**M1 wires**

(4 px per um) Cells faint in the background.
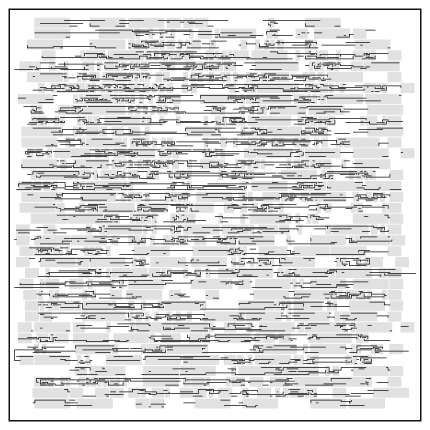
**Met2 routing**

(4 px per um)
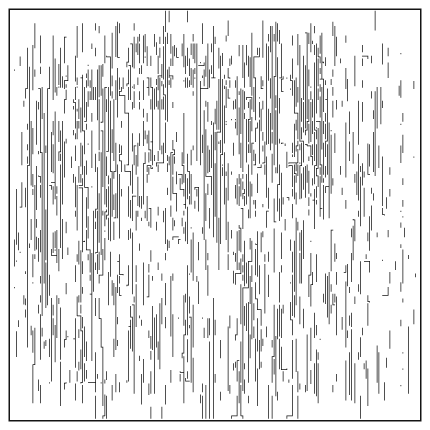
**Signal wires on met3**

(3 px per um) Cells faint in the background.
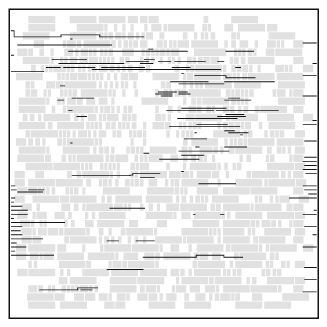
**Metal 4**

(3 px per um) Cells faint in the background.
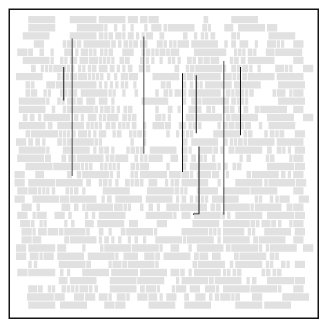
**Routing congestion map**

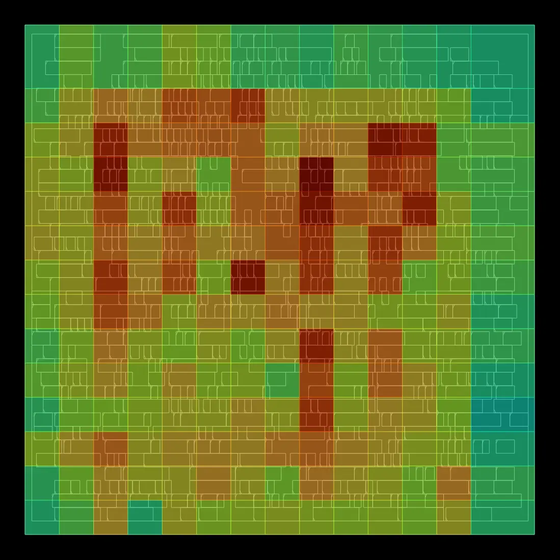
[src/rtl/instruction_loader.sv]
// Boot-time instruction memory loader: parses a length-prefixed byte stream into big-endian
// 32-bit words and writes them sequentially from word address 0.
module instruction_loader #(
  parameter int unsigned MEM_SIZE = 1660
) (
  input  logic        clk_i,
  input  logic        reset_i,
  input  logic [7:0]  rx_data_i,
  input  logic        rx_valid_i,
  input  logic        reload_i,
  output logic        we_o,
  output logic [15:0] a_o,
  output logic [31:0] wd_o,
  output logic        busy_o,
  output logic        done_o,
  output logic        error_o
);

  localparam logic [15:0] MemSizeW = 16'(MEM_SIZE);

  typedef enum logic [2:0] {
    StLenHi,
    StLenLo,
    StData,
    StFinish,
    StDone,
    StErr
  } state_e;

  state_e      state_q, state_d;
  logic [15:0] len_q, len_d;
  logic [15:0] idx_q, idx_d;
  logic [1:0]  byte_cnt_q, byte_cnt_d;
  logic [23:0] asm_q, asm_d;
  logic        we_q, we_d;
  logic [15:0] a_q, a_d;
  logic [31:0] wd_q, wd_d;
  logic        busy_q, busy_d;
  logic        done_q, done_d;
  logic        error_q, error_d;

  logic [15:0] len_full;
  assign len_full = {len_q[15:8], rx_data_i};

  always_comb begin
    state_d    = state_q;
    len_d      = len_q;
    idx_d      = idx_q;
    byte_cnt_d = byte_cnt_q;
    asm_d      = asm_q;
    we_d       = 1'b0;
    a_d        = a_q;
    wd_d       = wd_q;
    busy_d     = busy_q;
    done_d     = done_q;
    error_d    = error_q;

    // reload wins over any byte strobed in the same cycle; a/wd keep their last values
    if (reload_i) begin
      state_d    = StLenHi;
      busy_d     = 1'b0;
      done_d     = 1'b0;
      error_d    = 1'b0;
      byte_cnt_d = 2'd0;
      idx_d      = 16'd0;
    end else begin
      unique case (state_q)
        StLenHi: begin
          if (rx_valid_i) begin
            len_d[15:8] = rx_data_i;
            busy_d      = 1'b1;
            state_d     = StLenLo;
          end
        end
        StLenLo: begin
          if (rx_valid_i) begin
            len_d[7:0] = rx_data_i;
            if (len_full == 16'd0) begin
              state_d = StFinish;
            end else if (len_full > MemSizeW) begin
              state_d = StErr;
              error_d = 1'b1;
              busy_d  = 1'b0;
            end else begin
              idx_d      = 16'd0;
              byte_cnt_d = 2'd0;
              state_d    = StData;
            end
          end
        end
        StData: begin
          if (rx_valid_i) begin
            asm_d      = {asm_q[15:0], rx_data_i};
            byte_cnt_d = byte_cnt_q + 2'd1;
            if (byte_cnt_q == 2'd3) begin
              wd_d  = {asm_q, rx_data_i};
              a_d   = idx_q;
              we_d  = 1'b1;
              idx_d = idx_q + 16'd1;
              if (idx_q == len_q - 16'd1) begin
                state_d = StFinish;
              end
            end
          end
        end
        StFinish: begin
          busy_d  = 1'b0;
          done_d  = 1'b1;
          state_d = StDone;
        end
        StDone, StErr: begin
        end
        default: state_d = StLenHi;
      endcase
    end
  end

  always_ff @(posedge clk_i or posedge reset_i) begin
    if (reset_i) begin
      state_q    <= StLenHi;
      len_q      <= 16'd0;
      idx_q      <= 16'd0;
      byte_cnt_q <= 2'd0;
      asm_q      <= 24'd0;
      we_q       <= 1'b0;
      a_q        <= 16'd0;
      wd_q       <= 32'd0;
      busy_q     <= 1'b0;
      done_q     <= 1'b0;
      error_q    <= 1'b0;
    end else begin
      state_q    <= state_d;
      len_q      <= len_d;
      idx_q      <= idx_d;
      byte_cnt_q <= byte_cnt_d;
      asm_q      <= asm_d;
      we_q       <= we_d;
      a_q        <= a_d;
      wd_q       <= wd_d;
      busy_q     <= busy_d;
      done_q     <= done_d;
      error_q    <= error_d;
    end
  end

  assign we_o    = we_q;
  assign a_o     = a_q;
  assign wd_o    = wd_q;
  assign busy_o  = busy_q;
  assign done_o  = done_q;
  assign error_o = error_q;

endmodule

[config.mk]
export PLATFORM = sky130hd
export DESIGN_NAME = instruction_loader
export DESIGN_NICKNAME = d
export VERILOG_FILES = /design/src/rtl/instruction_loader.sv
export SDC_FILE = /design/constraint.sdc
export NUM_CORES = 1
export LEC_CHECK = 0
export ABC_AREA = 1
export CORE_UTILIZATION = 56
export DETAILED_ROUTE_END_ITERATION = 6
export HOLD_SLACK_MARGIN = 0.1
export PLACE_DENSITY_LB_ADDON = 0.08
export SYNTH_ARGS = -nofsm -noshare
export SYNTH_HDL_FRONTEND = slang
export SYNTH_SLANG_ARGS = --single-unit
export TNS_END_PERCENT = 1
[constraint.sdc]
create_clock -name clk_i -period 5.1 [get_ports clk_i]
set_input_delay 1.53 -clock clk_i [delete_from_list [all_inputs] [get_ports clk_i]]
set_output_delay 1.53 -clock clk_i [all_outputs]
set_load 0.02 [all_outputs]
==> results_slide.txt <==
Implementation Results

Run status
  • Status: finished, final reports clean

Pwr
  • Max VDD drop: 287 uV
  • Leakage: 3.29 nW
  • Pwr Total: 0.00326 W
  • Pwr dens: 470 nW/um2

STA
  • Max_slew headroom: 0.450
  • Worst Slack Setup Final: 1780 ps
  • Final Hold Vio Count: 0
  • Minimum clock period: 3320 ps
  • Clock Skews: 7.06 ps
  • Slew @ Worst Pin: 825 ps
  • Max Slew Vio Count: 0
  • Setup TNS: 0 ps
  • Final setup viols: 0
  • RSZ-0062 raised after global routing: no
  • Max Freq: 0.301 GHz

Floorplan
  • Die width: 102 um
  • FP Util: 0.578
  • Row cnt: 36
  • Core ar.: 9770 um2
  • Die H: 102 um
  • Tap Count: 133
  • I/O pins: 64
  • Die footprint: 10,500 um2

Synth
  • # Cells Yosys: 689
  • Synth Warn #: 0
  • Post-synth ARST share: 1.00
  • Register share after synthesis: 0.500
  • Synth top cells by count: 195 x nand2_1, 113 x dfrtp_1, 80 x inv_1
  • Most frequent cell after synthesis: nand2_1
  • Synth top area share: 0.500
  • Compound-Gate Fraction of Synth Area: 0.127
  • Synth Net Count: 704

GRT
  • First-pass GRT wire length: 22,300 um
  • Pin count of the biggest net entering global routing: 66
  • Antenna violations before repair: 0

Setup path
  • Critical Path Sink: wd_o[16]
  • R2R Setup Slk: 2680 ps
  • Slowest stage delay, CP: 460 ps
  • Req. time, crit path: 5510 ps
  • Reg2reg start: state_q[0]
  • Worst-path cell chain: clkdlybuf4s50_1 > buf_4 > nor2_4 > inv_2 > nor2_4 > inv_2 > nor2_8 > clkinv_2 > buf_12 > nand2_1 > o21ai_2
  • Reg2reg end: wd_o[16]
  • Crit path launch type: primary input
  • Depth of the most critical reg-to-reg path: 11

Cells and area
  • Fraction of area in multi-input gates: 0.339
  • # diodes: 0
  • Flop Count: 113
  • Fillers: 795
  • Layout clock buffer count: 21
  • Post-route cell area: 6920 um2
  • Top cell excl fill/tap: nand2_1

Run
  • Max cap viols: 0
  • Log Warnings: 26

CTS
  • Setup bufs post-CTS: 0
  • Clk buf depth: 2
  • Clock sinks: 113
  • Clock Pin Slew Worst Setup and Hold Paths: 50 ps

Routing
  • 1st-iter DRT viols: 297
  • Average wire per standard cell: 14.9 um
  • Antenna viol nets, final: 0
  • Drt pass-1 iters: 5

Min path
  • Hold path depth: 2
  • Hold EP: wd_o[31]

Placed design
  • RePlAce Congestion: 0.901
About 'M1 wires':
682 nets have wire on it. The longest straight run is 29.9 um. The layer carries 6,140 um of wire.

About 'met2 routing':
The layer carries 6,070 um of wire. The wires run mostly vertical. The layer holds 45% of the routed length.

About 'signal wires on met3':
The wires run mostly horizontal. The layer carries 904 um of wire.
vias: 4,805
M3 GR Usage: 0.0636
wirelength, routed: 13,400 um

About 'metal 4':
The layer carries 245 um of wire. 6 nets have wire on it. The longest straight run is 51.0 um. The wires run mostly vertical.

About 'routing congestion map':
end-of-flow core utilization: 0.708
GRT Total Usage: 0.283
GR peak layer: met2
met2 usage: 0.425

==> tightest hold or removal path, cell delays in order, from the launching register on <==
cell,delay [ps]
dfrtp_1,340
nand2_1,60
nand2_1,50
==> routing by layer <==
layer / track usage / vias to the layer above / share of wire
li1: - / 2345 / -
met1: 0.406 / 2262 / 0.46
met2: 0.425 / 176 / 0.45
met3: 0.0636 / 22 / 0.068
met4: 0.0923 / 0 / 0.018
met5: 0 / - / 0
==> state kept, by name (all words and copies together), names as in the netlist <==
signal / flops
we_o: 1
idx_q: 16
asm_q: 24
byte_cnt_q: 2
done_o: 1
busy_o: 1
state_q: 3
a_o: 16
len_q: 16
error_o: 1
wd_o: 32
==> report_power, final <==
part	internal [W]	switching, W	total, W
logic	0.000302	0.000555	0.000857
clock network	0.000764	0.000403	0.00117
registers	0.00108	0.000149	0.00123
Power figures rest on the tool's default switching activity, not on a simulated workload.
